**Congestion heat map**

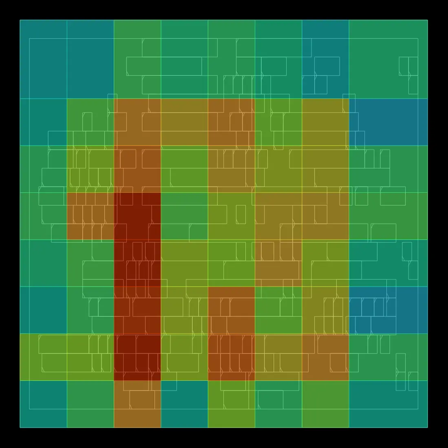
**M3 wires**

Scale: 4 px per µm. Cells faint in the background.
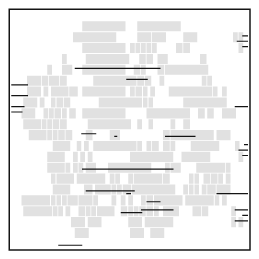
**Where the registers sit**

Scale: 4 px per µm. Other sequential cells in the stronger grey, the rest of the logic in the fainter grey.
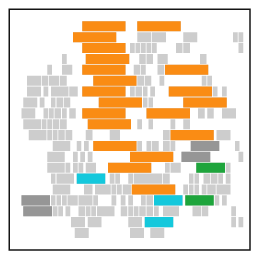
[src/rtl/decodificador.sv]
// decodificador: decodes 4-bit codifier codewords into source values 0..11.
// Each accepted codeword is buffered as {err, value} in a first-word-fall-through
// FIFO behind a valid/ready handshake. Invalid codes (1, 3, 9, 12) are kept in
// the stream as value 4'hF with err=1 and are never dropped.
// Optional build macro DECODIFICADOR_ERRCNT_EN adds a saturating 8-bit counter
// of accepted invalid codewords; without it err_count is tied to zero.
module decodificador #(
    parameter int DEPTH = 4
) (
    input  logic                     clock,
    input  logic                     reset_n,
    input  logic [3:0]               code_in,
    input  logic                     in_valid,
    output logic                     in_ready,
    output logic [3:0]               data_out,
    output logic                     code_err,
    output logic                     out_valid,
    input  logic                     out_ready,
    output logic [$clog2(DEPTH):0]   level,
    output logic [7:0]               err_count
);

    localparam int AW = $clog2(DEPTH);
    localparam int LW = AW + 1;

    logic [4:0]    mem [DEPTH];
    logic [AW-1:0] wr_ptr;
    logic [AW-1:0] rd_ptr;
    logic [LW-1:0] level_q;
    logic [4:0]    dec_entry;
    logic          push;
    logic          pop;

    // Handshake flags come straight from the occupancy register, so no input
    // can reach them combinationally (no pass-through when full).
    assign in_ready  = (level_q != LW'(DEPTH));
    assign out_valid = (level_q != '0);
    assign push      = in_valid & in_ready;
    assign pop       = out_valid & out_ready;
    assign level     = level_q;

    // Codeword to {err, value} lookup; unused codes map to {1, 4'hF}.
    always_comb begin
        dec_entry = 5'h1F;
        unique case (code_in)
            4'd14:   dec_entry = 5'd0;
            4'd10:   dec_entry = 5'd1;
            4'd4:    dec_entry = 5'd2;
            4'd13:   dec_entry = 5'd3;
            4'd6:    dec_entry = 5'd4;
            4'd5:    dec_entry = 5'd5;
            4'd7:    dec_entry = 5'd6;
            4'd15:   dec_entry = 5'd7;
            4'd0:    dec_entry = 5'd8;
            4'd11:   dec_entry = 5'd9;
            4'd2:    dec_entry = 5'd10;
            4'd8:    dec_entry = 5'd11;
            default: dec_entry = 5'h1F;
        endcase
    end

    // Storage array; contents need no reset since level gates visibility.
    always_ff @(posedge clock) begin
        if (reset_n && push) begin
            mem[wr_ptr] <= dec_entry;
        end
    end

    // Pointers and occupancy; a push or pop during reset is discarded.
    always_ff @(posedge clock) begin
        if (!reset_n) begin
            wr_ptr  <= '0;
            rd_ptr  <= '0;
            level_q <= '0;
        end else begin
            if (push) wr_ptr <= wr_ptr + AW'(1);
            if (pop)  rd_ptr <= rd_ptr + AW'(1);
            unique case ({push, pop})
                2'b10:   level_q <= level_q + LW'(1);
                2'b01:   level_q <= level_q - LW'(1);
                default: level_q <= level_q;
            endcase
        end
    end

    // Head entry is shown only while something is buffered, zero otherwise.
    always_comb begin
        data_out = 4'd0;
        code_err = 1'b0;
        if (out_valid) begin
            data_out = mem[rd_ptr][3:0];
            code_err = mem[rd_ptr][4];
        end
    end

`ifdef DECODIFICADOR_ERRCNT_EN
    logic [7:0] err_cnt_q;

    // Count accepted invalid codewords, holding at 255.
    always_ff @(posedge clock) begin
        if (!reset_n) begin
            err_cnt_q <= 8'd0;
        end else if (push && dec_entry[4] && (err_cnt_q != 8'hFF)) begin
            err_cnt_q <= err_cnt_q + 8'd1;
        end
    end

    assign err_count = err_cnt_q;
`else
    assign err_count = 8'd0;
`endif

endmodule

[config.mk]
export PLATFORM = sky130hd
export DESIGN_NAME = decodificador
export DESIGN_NICKNAME = d
export VERILOG_FILES = /design/src/rtl/decodificador.sv
export SDC_FILE = /design/constraint.sdc
export NUM_CORES = 1
export LEC_CHECK = 0
export ABC_AREA = 1
export CORE_UTILIZATION = 45
export DETAILED_ROUTE_END_ITERATION = 10
export PLACE_DENSITY = 0.7
export SLEW_MARGIN = 5
export SYNTH_ARGS = -nofsm -noshare
export SYNTH_HDL_FRONTEND = slang
export SYNTH_SLANG_ARGS = --single-unit
[constraint.sdc]
create_clock -name clock -period 4.4 [get_ports clock]
set_clock_uncertainty 0.05 [all_clocks]
set_input_delay 1.1 -clock clock [delete_from_list [all_inputs] [get_ports clock]]
set_output_delay 1.1 -clock clock [all_outputs]
set_load 0.02 [all_outputs]
==> Slide: Implementation Results <==
Flow Results at a Glance

Timing
  • Worst slew pin tran: 533 ps
  • Final hold slack: about 460 ps
  • Final setup violating endpoints: 0
  • Relative slew margins: around 64%
  • Fmax: around 0.32 GHz

Global routing
  • Met3 Use GR: 5.84%
  • GR peak layer: met2
  • Initial antenna violation count: 0
  • Wire length of the first global-routing pass: 4.31 mm
  • GR Layer Usage met1: between 20% and 30%
  • Largest net degree at the start of global routing: 12

Cells and area
  • Largest register FFs: 20
  • Layout clock buffers: 6
  • N_diodes: 0
  • Top reg by flops: mem
  • Nets: 207
  • Invs w/o clock: 25
  • Non-Clock Buffer Count: 17
  • Finished Cell Area: ~0.0017 mm²
  • Top cell excl fill/tap: nor2_1
  • Top logic cells by instance count in the layout: 35 x nor2_1, 23 x inv_1, 20 x edfxtp_1

Route
  • Detail Route Antenna Nets: 0
  • Drt pass-1 iters: 4
  • Met2 wire length: between 1 and 1.5 mm
  • Met3 Wirelength: 134 µm
  • Detailed-route DRC error count: 0

Pwr
  • Leak: between 0.0007 and 0.0008 µW
  • Sw Share: 39.7%
  • Clk network pwr share: between 10% and 20%
  • Share of power burned in registers: approximately two fifths
  • Group drawing the most power: combinational cells

Setup path
  • FF-to-FF path depth: 13
  • R2r endpoint: level[2]
  • CP max stage cell: dfxtp_1
  • Critical path cell sequence: inv_1 > o21ai_0 > a21oi_1 > clkdlybuf4s50_1
  • Setup slack, reg-to-reg: roughly 2500 ps
  • Data arrival, critical path: a little under 2000 ps
  • CP bufs+invs: 2
  • Startpoint Class: flip-flop

Synth
  • Compound Share, Synth: under 10%
  • Ys async rst share: 0%
  • Synthesis Warnings: 0
  • Yosys top cell by instances: nor2_1
  • Comb area leader: simple AND/OR/NAND/NOR gates
  • Mapped Area: 0.00151 mm²
  • Yosys chip area: between 0.0015 and 0.002 mm²
  • Mux share: 0%
  • Cells after Synth: 167
  • Yosys top cell area share: between 30% and 40%
  • Syn Area/Cell: ~9.0 µm²
  • Top cells by count: 35 x nor2_1, 23 x inv_1, 20 x edfxtp_1

Outcome
  • Status: completed

Placed design
  • DP Area: ~0.0017 mm²
  • PortBufs: 17
  • Cell Count Post-Placement: around 230

Flow run
  • Tool warnings: 32
  • Max_cap viols: 0

Hold path
  • WHS Path Cells: 2
  • Type of the tightest min-delay check: flip-flop to flip-flop

Clock network
  • Setup bufs post-CTS: 0
  • CTS tree: built
  • Root Buffer: clkbuf_4

Die
  • Die Wd: between 50 and 60 µm
  • Fp util: a little under 50%
  • Die Y: ~60 µm
  • Die area: ~0.0036 mm²
Notes on 'congestion heat map' above:
routed len/inst: 11.1 µm
Total GRT Usage: 17.2%

Notes on 'M3 wires' above:
The wires run mostly horizontal. The layer holds 5.2% of the routed length. The layer carries 134 µm of wire.

Notes on 'where the registers sit' above:
Key: `rd_ptr` = green [placed flops 2]; `mem` = orange [placed flops 20]; `level` = cyan [placed flops 3]
Another 4 sequential cells are not coloured.
register area: 781 µm²
sequential power: 365 µW
fraction of area in registers: 44.9%
Util after Layout: 56.1%

Power and IR drop assume default switching activity.
